`config.mk`:
```
export PLATFORM = sky130hd
export DESIGN_NAME = serial_adder_ctrl
export DESIGN_NICKNAME = d
export VERILOG_FILES = /design/src/rtl/serial_adder_ctrl.sv
export SDC_FILE = /design/constraint.sdc
export NUM_CORES = 1
export LEC_CHECK = 0
export CORE_UTILIZATION = 50
export DETAILED_ROUTE_END_ITERATION = 10
export PLACE_DENSITY = 0.81
export SYNTH_ARGS = -nofsm -noshare
export SYNTH_HDL_FRONTEND = slang
export SYNTH_SLANG_ARGS = --single-unit
```
`constraint.sdc`:
```
create_clock -name clk -period 1.7 [get_ports clk]
set_input_delay 0.17 -clock clk [delete_from_list [all_inputs] [get_ports clk]]
set_output_delay 0.17 -clock clk [all_outputs]
set_load 0.05 [all_outputs]
```
`src/rtl/serial_adder_ctrl.sv`:
```
//==============================================================================
// Module   : serial_adder_ctrl (with half_adder / full_adder datapath cells)
// Brief    : Bit-serial adder, one full_adder reused WIDTH times, LSB first.
// Revision : 1.0 - initial release
//==============================================================================
`default_nettype none

module half_adder (
    input  logic i_a,
    input  logic i_b,
    output logic o_sum,
    output logic o_carry
);
    assign o_sum   = i_a ^ i_b;
    assign o_carry = i_a & i_b;
endmodule

module full_adder (
    input  logic i_a,
    input  logic i_b,
    input  logic i_cin,
    output logic o_sum,
    output logic o_carry
);
    logic w_s1, w_c1, w_c2;

    half_adder u_ha0 (.i_a(i_a),  .i_b(i_b),   .o_sum(w_s1),  .o_carry(w_c1));
    half_adder u_ha1 (.i_a(w_s1), .i_b(i_cin), .o_sum(o_sum), .o_carry(w_c2));

    assign o_carry = w_c1 | w_c2;
endmodule

module serial_adder_ctrl #(
    parameter int WIDTH = 8
) (
    input  logic             clk,
    input  logic             reset,
    input  logic             start,
    input  logic [WIDTH-1:0] a,
    input  logic [WIDTH-1:0] b,
    input  logic             cin,
    output logic             busy,
    output logic             done,
    output logic [WIDTH-1:0] sum,
    output logic             carry_out
);
    localparam int CNT_W = (WIDTH > 1) ? $clog2(WIDTH) : 1;

    typedef enum logic [1:0] {
        S_IDLE = 2'd0,
        S_ADD  = 2'd1,
        S_DONE = 2'd2
    } state_t;

    state_t           r_state;
    state_t           w_next;
    logic [WIDTH-1:0] r_a_sh;
    logic [WIDTH-1:0] r_b_sh;
    // Bit 0 of the result shifter would be shifted out unread, so it is not kept.
    logic [WIDTH-1:1] r_s_sh;
    logic             r_carry;
    logic [CNT_W-1:0] r_cnt;
    logic [WIDTH-1:0] r_sum;
    logic             r_co;
    logic             w_fa_sum;
    logic             w_fa_carry;
    logic             w_last;
    logic [WIDTH-1:0] w_s_next;

    full_adder u_fa (
        .i_a    (r_a_sh[0]),
        .i_b    (r_b_sh[0]),
        .i_cin  (r_carry),
        .o_sum  (w_fa_sum),
        .o_carry(w_fa_carry)
    );

    assign w_last   = (r_cnt == CNT_W'(WIDTH - 1));
    assign w_s_next = {w_fa_sum, r_s_sh[WIDTH-1:1]};

    always_ff @(posedge clk) begin
        if (reset) r_state <= S_IDLE;
        else       r_state <= w_next;
    end

    always_comb begin
        w_next = r_state;
        case (r_state)
            S_IDLE:  if (start) w_next = S_ADD;
            S_ADD:   if (w_last) w_next = S_DONE;
            S_DONE:  w_next = S_IDLE;
            default: w_next = S_IDLE;
        endcase
    end

    always_ff @(posedge clk) begin
        if (reset) begin
            r_a_sh  <= '0;
            r_b_sh  <= '0;
            r_s_sh  <= '0;
            r_carry <= 1'b0;
            r_cnt   <= '0;
            r_sum   <= '0;
            r_co    <= 1'b0;
        end else begin
            case (r_state)
                S_IDLE: begin
                    if (start) begin
                        r_a_sh  <= a;
                        r_b_sh  <= b;
                        r_carry <= cin;
                        r_cnt   <= '0;
                    end
                end
                S_ADD: begin
                    r_s_sh  <= w_s_next[WIDTH-1:1];
                    r_a_sh  <= {1'b0, r_a_sh[WIDTH-1:1]};
                    r_b_sh  <= {1'b0, r_b_sh[WIDTH-1:1]};
                    r_carry <= w_fa_carry;
                    r_cnt   <= r_cnt + 1'b1;
                    // Published only on the final bit so sum never shows partials.
                    if (w_last) begin
                        r_sum <= w_s_next;
                        r_co  <= w_fa_carry;
                    end
                end
                default: ;
            endcase
        end
    end

    assign busy      = (r_state == S_ADD);
    assign done      = (r_state == S_DONE);
    assign sum       = r_sum;
    assign carry_out = r_co;

endmodule

`default_nettype wire
```
==> flow_metrics.tcl <==
# flow metrics
set metrics [dict create \
    status "completed" \
    hold_depth 2 \
    total_power_w 0.00164 \
    p_int_w 0.00124 \
    fmax_mhz 609 \
    nonClkBufAreaFrac 0.175 \
    layout_setup_ws_ns 0.0571 \
    floorplan.core_util 0.524 \
    ys_sh_xor 0 \
    comb_power_share 0.129 \
    ys_cells 169 \
    drt_pass1_iterations 4 \
    netlist_instances 169 \
    dpl.cell_count 233 \
    grt_pass1_vias 1148 \
    seq_area_frac_synth 0.480 \
    cts_resized 0 \
    dp.final_hpwl_um 2040 \
    clkbuf_count 7 \
    slew_headroom 0.660 \
    ys_ff 38 \
    startpoint "sum[3]$_SDFFE_PP0P_" \
    n_antenna_cell 0 \
    post-route-util 0.641 \
    cp.arrival_ns 1.47 \
    synth-adder-area-share 0.0284 \
    powerDensity_nw_per_um2 846 \
    end_kind "output pin" \
    stdcell_area_um2 1940 \
    ioPinCount 31 \
    powerComb_w 0.000213 \
    drv_slew 0 \
    grt_antenna_before_repair 0 \
    final-clk-cell-share 0.0309 \
    cts.htree.levels 2 \
    fin_crit_ns 1.64 \
    ff_latch_area_um2 761 \
    grt_overflow 0 \
    routed.top_layer "met4" \
    crit_family "buffers and inverters" \
    maxCapViolCount 0 \
    cts_tree "built" \
    synth.cellmix.simpleShare 0.155 \
    die-width_um 58.3 \
    worst-r2r-setup-slack_ns 0.34 \
    yosysMostFrequentCell "dfxtp_1" \
    area_leaders "dfxtp_1 (48%), mux2i_1 (10%), nand2_1 (7.6%)" \
    seq_share 0.392 \
    pre_cts_ws_ns 0.189 \
    gp_congestion 0.744 \
    yosysTopAreaCellShare 0.480 \
    setup_tns_ns 0 \
    clk-power_w 0.000470 \
    reg2reg_depth 5 \
    clk_path_buf_depth 2 \
    startpoint_type "register" \
    yosysTopAreaCell "dfxtp_1" \
    crit_required_ns 1.53 \
    top_cells_by_count "dfxtp_1 (38), nand2_1 (32), nor2_1 (21)" \
    final_layout_size_suffix_gt1_frac 0.0964 \
    ys_chip_area_um2 1590 \
    io_buffer_count 30 \
    synth-edff-count 0 \
    endpoint "sum[3]" \
    path_class "reg -> out" \
    clk_latency_ns 0.33 \
    core_um2 3030 \
    place_area_um2 1870 \
    wl_per_cell_um 12.0 \
    layout_top_cell "dfxtp_1" \
    worst_path_max_delay_cell "clkdlybuf4s50_1" \
    post_cts_buffers 0 \
    hold_viol_final 0 \
    path_buffers 1 \
    cts_root_buf "clkbuf_4" \
    worst_r2r_endpoint "sum[6]$_SDFFE_PP0P_" \
    fin_worst_skew_ns 0.0116 \
    cts_buffers 5 \
    synthFlopType "dfxtp_1" \
    syn_area_um2 1590 \
    drt_iter0_drc 32 \
    fin_crit_sh 0.966 \
    final_cell_mix "dfxtp_1 (38), nand2_1 (32), clkdlybuf4s50_1 (24)" \
    final_cells 241 \
    ant_nets 0 \
    p_leak_nw 0.799 \
    nWellTaps 44 \
    whs_ns 0.460 \
    area_delta_synth_final_pct 22.5 \
    warnings 26 \
    ir_drop_v 0.000408 \
    fillers 246 \
    path_cells "clkdlybuf4s50_1" \
    yosys_warnings 0 \
    sh_comb_area 0.369 \
    rows 20 \
    syn_nets 192 \
    route.met3.wl_um 129 \
    reg2reg_from "r_cnt[0]$_SDFFE_PP0P_" \
    wl_met2_um 1430 \
    inv_count 2 \
    path_depth 1 \
    fin_nets 219 \
    tightest_slew_ns 0.509 \
    crit_path_max_incr_delay_ns 0.80 \
    cp_max_fo 2 \
    avgSynthCellArea_um2 9.38 \
    pwr-share-seq 0.585 \
    synth-async-reset-ratio 0 \
    switching_share 0.244 \
    routed_via_density 5.07 \
    ys_types 24 \
    drc_errors 0 \
    logic_gate_count 116 \
    final-comb-area_um2 716 \
    grt-busiest-layer "met2" \
    clk_pin_slew_ns 0.11 \
    rsz0062_at_grt "false" \
    whs_endpoint "sum[4]$_SDFFE_PP0P_" \
    hold_path_class "reg -> reg" \
    area_dominant_class "flip-flops and latches" \
    met1Wirelength_um 1290 \
    design.seq.count 38 \
    clkPwrFrac 0.286 \
    cts_sinks 38 \
    grt_pass1_wl_um 4800 \
    ctsHoldBuffers 0 \
    grt_max_degree 39 \
    die_height_um 58.3 \
    min_from "sum[4]$_SDFFE_PP0P_" \
    switchingPower_w 0.000401 \
    ys_top_logic_family "AND-OR/OR-AND gates" \
    mux_share 0.101 \
    die_area_um2 3400 \
    p_seq_w 0.000960 \
    aoi_share 0.166 \
]
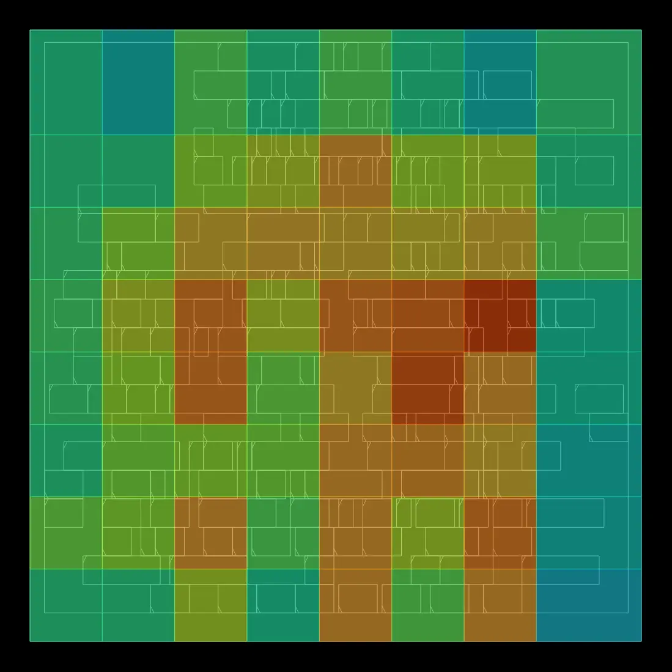
*Congestion heat map*
met2 Use GR: 0.328
Global Route met1 Usage: 0.216
Global Route Usage Sum: 0.188

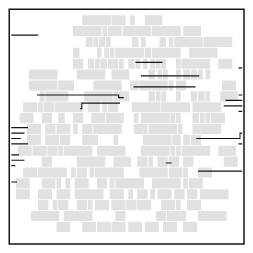
*Signal wires on met3*
(4 px per um)
- nets with wire on the layer: 20
- share of all routed wire: 4.5%
- longest straight run: 20.2 um
- main direction: horizontal
WL final: 2890 um
GR Util met3: 0.0571
vias post-DR: 1,222

No activity file was given, so power comes from the tool's default toggle rates.
